[src/rtl/regwr_arbiter_if.sv]
// regwr_arbiter_if: write-port bus between the writeback requesters and the
// register-file decoder. The master side is the pipeline (requesters A/B plus
// the stall line); the slave side is the arbiter that drives the decoder.
interface regwr_arbiter_if;
  logic        a_valid;
  logic [4:0]  a_dest;
  logic [31:0] a_data;
  logic        a_ready;
  logic        b_valid;
  logic [4:0]  b_dest;
  logic [31:0] b_data;
  logic        b_ready;
  logic        stall;
  logic [4:0]  dec_d;
  logic        dec_e;
  logic [31:0] wr_data;
  logic        last_grant;

  modport master (
    output a_valid, a_dest, a_data,
    output b_valid, b_dest, b_data,
    output stall,
    input  a_ready, b_ready,
    input  dec_d, dec_e, wr_data, last_grant
  );

  modport slave (
    input  a_valid, a_dest, a_data,
    input  b_valid, b_dest, b_data,
    input  stall,
    output a_ready, b_ready,
    output dec_d, dec_e, wr_data, last_grant
  );
endinterface

[src/rtl/regwr_arbiter.sv]
// regwr_arbiter: shares the register file's single write port between the ALU
// writeback (A) and the memory load return (B). Grants are round-robin on
// contention; the winning write is registered and presented to the 5-to-32
// decoder as a one-cycle enable strobe the cycle after the handshake.
// Optional build macro REGWR_ZERO_DROP_EN: writes to register 0 are still
// accepted but never strobed, so r0 is never written.
module regwr_arbiter (
  input  logic          clk,
  input  logic          reset_n,
  regwr_arbiter_if.slave bus
);

  typedef enum logic {
    IDLE  = 1'b0,
    WRITE = 1'b1
  } state_t;

  state_t      state;
  state_t      state_next;
  logic        grant_a;
  logic        grant_b;
  logic        transfer;
  logic        strobe_next;
  logic [4:0]  win_dest;
  logic [31:0] win_data;
  logic [4:0]  dec_d_q;
  logic [31:0] wr_data_q;
  logic        last_grant_q;

  // Grant selection: reset or stall blocks everyone; a lone requester wins;
  // on contention the requester not granted last time wins.
  always_comb begin
    grant_a = 1'b0;
    grant_b = 1'b0;
    if (reset_n && !bus.stall) begin
      if (bus.a_valid && bus.b_valid) begin
        grant_a = last_grant_q;
        grant_b = !last_grant_q;
      end else begin
        grant_a = bus.a_valid;
        grant_b = bus.b_valid;
      end
    end
  end

  // Winner mux and whether this transfer produces a strobe next cycle.
  always_comb begin
    transfer = grant_a | grant_b;
    win_dest = grant_b ? bus.b_dest : bus.a_dest;
    win_data = grant_b ? bus.b_data : bus.a_data;
`ifdef REGWR_ZERO_DROP_EN
    strobe_next = transfer && (win_dest != 5'd0);
`else
    strobe_next = transfer;
`endif
  end

  // State register; reset drops any in-flight strobe.
  always_ff @(posedge clk) begin
    if (!reset_n) begin
      state <= IDLE;
    end else begin
      state <= state_next;
    end
  end

  // Next state: a strobing transfer always lands in WRITE, so back-to-back
  // commits keep the machine in WRITE one cycle per write.
  always_comb begin
    state_next = IDLE;
    case (state)
      IDLE:    state_next = strobe_next ? WRITE : IDLE;
      WRITE:   state_next = strobe_next ? WRITE : IDLE;
      default: state_next = IDLE;
    endcase
  end

  // Write payload and round-robin pointer; both hold when nothing transfers.
  always_ff @(posedge clk) begin
    if (!reset_n) begin
      dec_d_q      <= 5'd0;
      wr_data_q    <= 32'd0;
      last_grant_q <= 1'b1;
    end else if (transfer) begin
      dec_d_q      <= win_dest;
      wr_data_q    <= win_data;
      last_grant_q <= grant_b;
    end
  end

  // Outputs: readies are the combinational grants, the strobe is the state.
  always_comb begin
    bus.a_ready    = grant_a;
    bus.b_ready    = grant_b;
    bus.dec_e      = (state == WRITE);
    bus.dec_d      = dec_d_q;
    bus.wr_data    = wr_data_q;
    bus.last_grant = last_grant_q;
  end

endmodule

[src/flat_wrapper.sv]
// flat-port wrapper written by rule: the top's interface ports become plain ports
module regwr_arbiter_flat 
  (clk, reset_n, bus_a_valid, bus_a_dest, bus_a_data, bus_b_valid, bus_b_dest, bus_b_data, bus_stall, bus_a_ready, bus_b_ready, bus_dec_d, bus_dec_e, bus_wr_data, bus_last_grant);
  regwr_arbiter_if bus_i ();
  input  logic clk;
  input  logic reset_n;
  input wire logic [$bits(bus_i.a_valid)-1:0] bus_a_valid;
  input wire logic [$bits(bus_i.a_dest)-1:0] bus_a_dest;
  input wire logic [$bits(bus_i.a_data)-1:0] bus_a_data;
  input wire logic [$bits(bus_i.b_valid)-1:0] bus_b_valid;
  input wire logic [$bits(bus_i.b_dest)-1:0] bus_b_dest;
  input wire logic [$bits(bus_i.b_data)-1:0] bus_b_data;
  input wire logic [$bits(bus_i.stall)-1:0] bus_stall;
  output wire logic [$bits(bus_i.a_ready)-1:0] bus_a_ready;
  output wire logic [$bits(bus_i.b_ready)-1:0] bus_b_ready;
  output wire logic [$bits(bus_i.dec_d)-1:0] bus_dec_d;
  output wire logic [$bits(bus_i.dec_e)-1:0] bus_dec_e;
  output wire logic [$bits(bus_i.wr_data)-1:0] bus_wr_data;
  output wire logic [$bits(bus_i.last_grant)-1:0] bus_last_grant;
  assign bus_i.a_valid = bus_a_valid;
  assign bus_i.a_dest = bus_a_dest;
  assign bus_i.a_data = bus_a_data;
  assign bus_i.b_valid = bus_b_valid;
  assign bus_i.b_dest = bus_b_dest;
  assign bus_i.b_data = bus_b_data;
  assign bus_i.stall = bus_stall;
  assign bus_a_ready = bus_i.a_ready;
  assign bus_b_ready = bus_i.b_ready;
  assign bus_dec_d = bus_i.dec_d;
  assign bus_dec_e = bus_i.dec_e;
  assign bus_wr_data = bus_i.wr_data;
  assign bus_last_grant = bus_i.last_grant;
  regwr_arbiter u_core (.clk(clk), .reset_n(reset_n), .bus(bus_i));
endmodule
[config.mk]
export PLATFORM = sky130hd
export DESIGN_NAME = regwr_arbiter_flat
export DESIGN_NICKNAME = d
export VERILOG_FILES = /design/src/rtl/regwr_arbiter_if.sv /design/src/rtl/regwr_arbiter.sv /design/src/flat_wrapper.sv
export SDC_FILE = /design/constraint.sdc
export NUM_CORES = 1
export LEC_CHECK = 0
export CAP_MARGIN = 20
export CORE_UTILIZATION = 35
export CTS_BUF_LIST = sky130_fd_sc_hd__clkbuf_4
export DETAILED_ROUTE_END_ITERATION = 6
export PLACE_DENSITY = 0.78
export SKIP_LAST_GASP = 1
export SLEW_MARGIN = 20
export SYNTH_ARGS = -nofsm -noshare
export SYNTH_HDL_FRONTEND = slang
export SYNTH_SLANG_ARGS = --single-unit
[constraint.sdc]
create_clock -name clk -period 1.25 [get_ports clk]
set_clock_uncertainty 0.1 [all_clocks]
set_input_delay 0.25 -clock clk [delete_from_list [all_inputs] [get_ports clk]]
set_output_delay 0.25 -clock clk [all_outputs]
set_load 0.02 [all_outputs]
==> job_summary.md, run 1 <==
## Synthesis and layout report

| Metric | Value |
|---|---|
| Setup-failing EPs final | ~40 |
| Die height | a little under 80 um |
| Area contributors post-synth | dfxtp_1 (38%), a311oi_1 (11%), nand4_1 (11%) |
| Log Warnings | 29 |
| Gate Count Post-Synth | about 230 |
| CTS tree | built |
| Failing checks | negative setup slack |
| Tcrit/Tclk final | 1.18 |
| Die X | between 70 and 80 um |
| DRC | 0 |
| Comb power | between 1 and 1.5 mW |
| Pre-CTS setup slack | -0.777 ns |
| Top routing layer in use | met4 |
| Area growth, synth to finish | 90.6% |
| Critical Path AT | 1.13 ns |
| Basic Gates by Area | 0.141 |
| PwrDens | approximately 890 nW/um^2 |
| Post-synth EDFFs | 0 |
| Synth Flop Type | dfxtp_1 |
| Hold path depth | 3 |
| Maximum clock path buffer count | 2 |
| DR vias/cell | 6.13 |
| Total number of H-tree levels | 2 |
| Min-delay src | bus_stall |
| M1 WL | between 3 and 4 mm |
| Startpoint type of the worst setup path | flop |
| Adder Area Share | 0 |
| Fmax | 675 MHz |
| MUX area fraction | 0 |
| GP Congestion | 0.763 |
| Max VDD drop | between 400 and 500 uV |
| Worst Hold Class | in -> reg |
| Ys flops | 39 |
| Outcome | finished, violations left |
| Syn avg cell area | 8.79 um^2 |
| Final instance area | between 3000 and 4000 um^2 |
| Leading power group | registers |
| Post-route insts no fill | between 400 and 500 |
| Tot Pwr | ~3.5 mW |
| Largest net degree at the start of global routing | 38 |
| Post-route ant nets | 0 |
| Cell Type Count | 23 |
| Number of global-route vias before repair | around 2,700 |
| Area of placed instances | around 3400 um^2 |
| Final WS setup | -0.231 ns |
| Slew @ Worst Pin | between 0.4 and 0.5 ns |
| Clock network power share | 0.245 |
## run 1: sequential cells by signal, summed over array words and instances, names as in the netlist
signal                 cells
u_core.bus.wr_data        32
u_core.bus.dec_d           5
u_core.bus.dec_e           1
u_core.bus.last_grant      1
## run 1: how the worst max path moves through the flow
stage | from | end | slack [ns] | cells after the start
floorplan | bus_stall | bus_a_ready | -0.03 | 4
detailed placement | bus_stall | bus_a_ready | -0.78 | 4
finish | u_core.bus.last_grant$_SDFFE_PN1P_ | bus_a_ready | -0.23 | 3
global route | u_core.bus.last_grant$_SDFFE_PN1P_ | u_core.bus.wr_data[21]$_SDFFE_PN0P_ | -0.27 | 6
CTS | u_core.bus.last_grant$_SDFFE_PN1P_ | bus_a_ready | -0.23 | 3
global placement | bus_stall | bus_a_ready | -0.75 | 4
## run 1: layout make-up
type,count,area (um^2)
Tap cell,72,90.1
Clock buffer,5,37.5
Inverter,2,7.51
Fill cell,427,1650
Sequential cell,39,803
Timing Repair Buffer,166,1750
Clock inverter,3,38.8
Multi-Input combinational cell,162,1190
## run 1: critical path: stages, from the launching register on
cell and delay [ns]:
dfxtp_4 0.37, nand2b_4 0.14, and3_4 0.15, buf_6 0.12
## run 1: timing repair
action,CTS,global route
hold endpoints to repair,0,0
hold buffers,0,0
gates cloned,10,2
buffers inserted,7,0
resized,213,59
pin swaps,26,39
endpoints found under the setup margin,79,74
## run 1: layout by cell type, fill, tap and decap left out, types with 8 or more instances in the layout
| cell type | count |
|---|---|
| clkdlybuf4s50_1 | 74 |
| buf_4 | 57 |
| nand4_1 | 37 |
| a21oi_1 | 36 |
| dfxtp_1 | 23 |
| o21ai_0 | 22 |
| a311oi_1 | 22 |
| a311oi_2 | 15 |
| dfxtp_2 | 15 |
| o21ai_1 | 8 |
| o21ai_2 | 8 |
| buf_16 | 8 |
**Run 1: cell area per tile**

Drawn at 4 px/um. 8 x 8 tiles, from dark purple (low) to yellow (high), 0 to 100% covered.
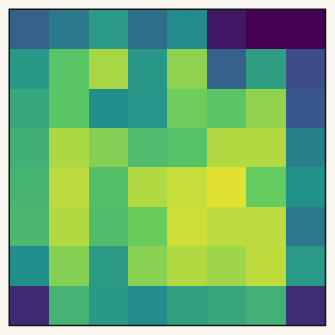
- emptiest ninth of the die: top right
- fullest tile: 95%
- mean over tiles: 62%
- tiles over 75% full: 36%
final core occ: 0.703
Init Core Util: 0.369
core area: 5570 um^2

**Run 1: clock nets**

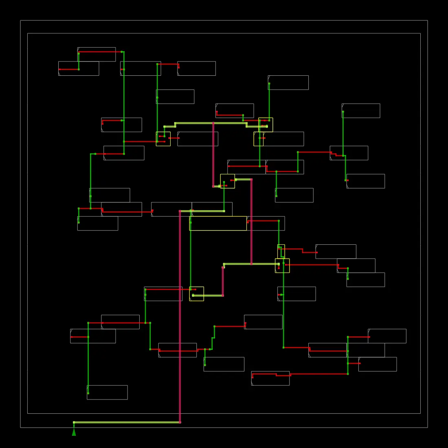
Late-Pin Clk Latency: 0.35 ns
Clk. pwr: 860 uW
Sink Count: 39
cts bufs inserted: 5
clkbuf count: 5

**Run 1: I/O nets highlighted**

Drawn at 4 px/um.
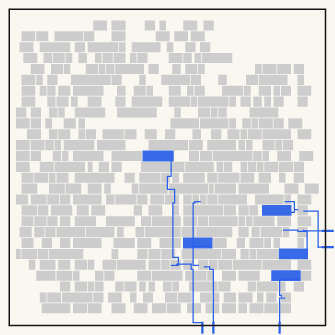
- blue: bus_dec_d (bits 5; direction output; end cells 5; buffers 5; wire 149 um)
Port Buf Inserts: 119
Ports: 120

**Run 1: register map, names as in the netlist**

Drawn at 4 px/um. Other sequential cells in the stronger grey, the rest of the logic in the fainter grey.
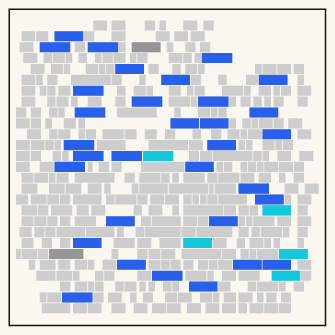
- cyan: u_core.bus.dec_d (sequential cells 5; where bottom right)
- blue: u_core.bus.wr_data (sequential cells 32; where spread over the die)
- not coloured: 2
Flop+latch power: 1.38 mW
Sequential Area: 803 um^2
Seq/total area: 0.205

==> run 2: changes to the inputs <==
--- a/config.mk
+++ b/config.mk
@@ -11,7 +11,7 @@
 export DETAILED_ROUTE_END_ITERATION = 6
 export PLACE_DENSITY = 0.78
 export SKIP_LAST_GASP = 1
-export SLEW_MARGIN = 20
+export SLEW_MARGIN = 30
 export SYNTH_ARGS = -nofsm -noshare
 export SYNTH_HDL_FRONTEND = slang
 export SYNTH_SLANG_ARGS = --single-unit
**Run 2: selected gate families**

Drawn at 6 px/um.
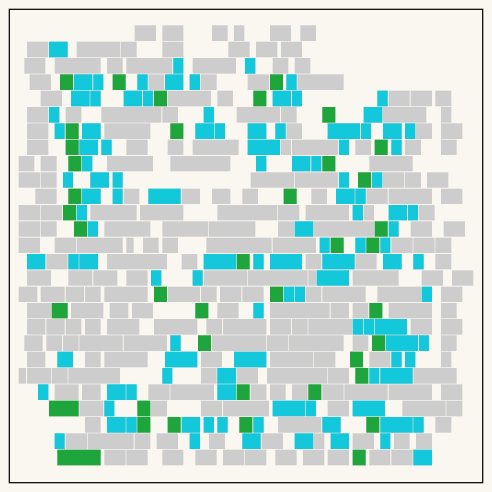
- cyan: inverting AOI/OAI gates (cells 113; most used a21oi_1; where spread over the die)
- green: NAND gates (cells 40; most used nand4_1; where spread over the die)
combinational share of cell area: 0.304
dominant logic cell type in the layout: clkdlybuf4s50_1
post-route insts no fill: 449

==> job_summary.md, run 2 <==
## Synthesis and layout report

| Metric | Value |
|---|---|
| Outcome | finished, violations left (unchanged) |
| Failing checks | negative setup slack (unchanged) |
| Min-delay src | bus_stall (unchanged) |
| Fmax | 675 MHz (unchanged) |
| Cell Type Count | 23 (unchanged) |
| Critical Path AT | 1.13 ns (about the same) |
| Area growth, synth to finish | 90.6% (unchanged) |
| Most numerous logic cells after layout | clkdlybuf4s50_1 (74), buf_4 (57), nand4_1 (37), a21oi_1 (36), dfxtp_1 (23) (unchanged) |
| Slew @ Worst Pin | 0.407 ns (unchanged) |
| DRC | 0 (unchanged) |
| Sink Count | 39 (unchanged) |
| Crit-path max cell delay | 0.37 ns (about the same) |
| Tcrit/Tclk final | 1.18 (unchanged) |
| Crit-path cells | nand2b_4 > and3_4 > buf_6 (unchanged) |
| Total number of H-tree levels | 2 (unchanged) |
| Core area | 5570 um^2 (unchanged) |
| Worst Hold Class | in -> reg (unchanged) |
| Gate Count Post-Synth | 234 (unchanged) |
| Max reg flops | 32 (unchanged) |
| Ports | 120 (unchanged) |
| Area of placed instances | 3420 um^2 (unchanged) |
| Adder Area Share | 0 (unchanged) |
| Clk. pwr | 860 uW (about the same) |
| Delay-heaviest family, CP | flip-flops (unchanged) |
| Comb power | 1.27 mW (about the same) |
| Basic Gates by Area | 0.141 (unchanged) |
| Late-Pin Clk Latency | 0.35 ns (about the same) |
| Die height | 78.7 um (unchanged) |
| Largest net degree at the start of global routing | 38 (unchanged) |
| Ys flops | 39 (unchanged) |
| CTS tree | built (unchanged) |
| Top routing layer in use | met4 (unchanged) |
| Area contributors post-synth | dfxtp_1 (38%), a311oi_1 (11%), nand4_1 (11%) (unchanged) |
| Final instance area | 3920 um^2 (unchanged) |
| Hold path depth | 3 (unchanged) |
| Synth Flop Type | dfxtp_1 (unchanged) |
| FILL cells | 427 (unchanged) |
| Setup-failing EPs final | 40 (unchanged) |
| DR vias/cell | 6.13 (unchanged) |
| Final WS setup | -0.231 ns (unchanged) |
| Maximum clock path buffer count | 2 (unchanged) |
| MUX area fraction | 0 (unchanged) |
| Startpoint type of the worst setup path | flop (unchanged) |
**Run 2: cell area per tile**

Drawn at 4 px/um. 8 x 8 tiles, from dark purple (low) to yellow (high), 0 to 100% covered.
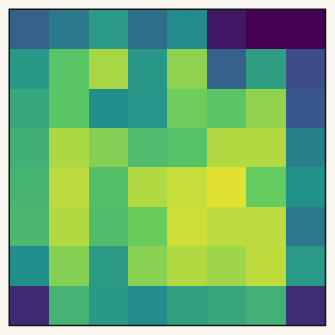
- mean over tiles: 62%
- fullest tile: 95%
- emptiest ninth of the die: top right
- tiles over 75% full: 36%
- nearly empty tiles: 3.1%

run 2: cell counts after synthesis:
Identical to the previous run, type by type.
run 2: area by class of cell:
type | count | area share
Clock buffer | 5 | 0.00958
Multi-Input combinational cell | 162 | 0.304
Sequential cell | 39 | 0.205
Timing Repair Buffer | 166 | 0.447
Inverter | 2 | 0.00192
Clock inverter | 3 | 0.00989
Tap cell | 72 | 0.0230
run 2: timing repair:
item,CTS,global route
setup buffers,7,0
pin swaps,26,39
resized,213,59
cloned,10,2
hold buffers,0,0
setup endpoints to repair,79,74
run 2: worst max path at each step:
| stage | startpoint | to | cells past startpoint |
|---|---|---|---|
| after global placement | bus_stall | bus_a_ready | 4 |
| after floorplan | bus_stall | bus_a_ready | 4 |
| after detailed placement | bus_stall | bus_a_ready | 4 |
| after CTS | u_core.bus.last_grant$_SDFFE_PN1P_ | bus_a_ready | 3 |
| final | u_core.bus.last_grant$_SDFFE_PN1P_ | bus_a_ready | 3 |
| after global routing | u_core.bus.last_grant$_SDFFE_PN1P_ | u_core.bus.wr_data[21]$_SDFFE_PN0P_ | 6 |
run 2: routing by layer:
metal / global-route usage / vias to the layer above
li1: - / 1234
met1: 0.356 / 1307
met2: 0.468 / 184
met3: 0.0558 / 26
met4: 0.120 / 0
met5: 0 / -
run 2: per-stage QoR:
| step | power, mW | hold slack [ns] | setup slack [ns] |
|---|---|---|---|
| global route | 3.64 | 0.256 | -0.272 |
| detailed placement | 2.41 | 0.408 | -0.777 |
| floorplan | 1.87 | 0.238 | -0.0259 |
| finish | 3.50 | 0.231 | -0.231 |
| CTS | 3.39 | 0.245 | -0.231 |
| global placement | 2.39 | 0.402 | -0.748 |
run 2: cell families after synthesis:
group	Yosys count
and+or+nand+nor	46
buffers and inverters	36
DFF	39
AOI/OAI and AO/OA	113
Power figures rest on the tool's default switching activity, not on a simulated workload.
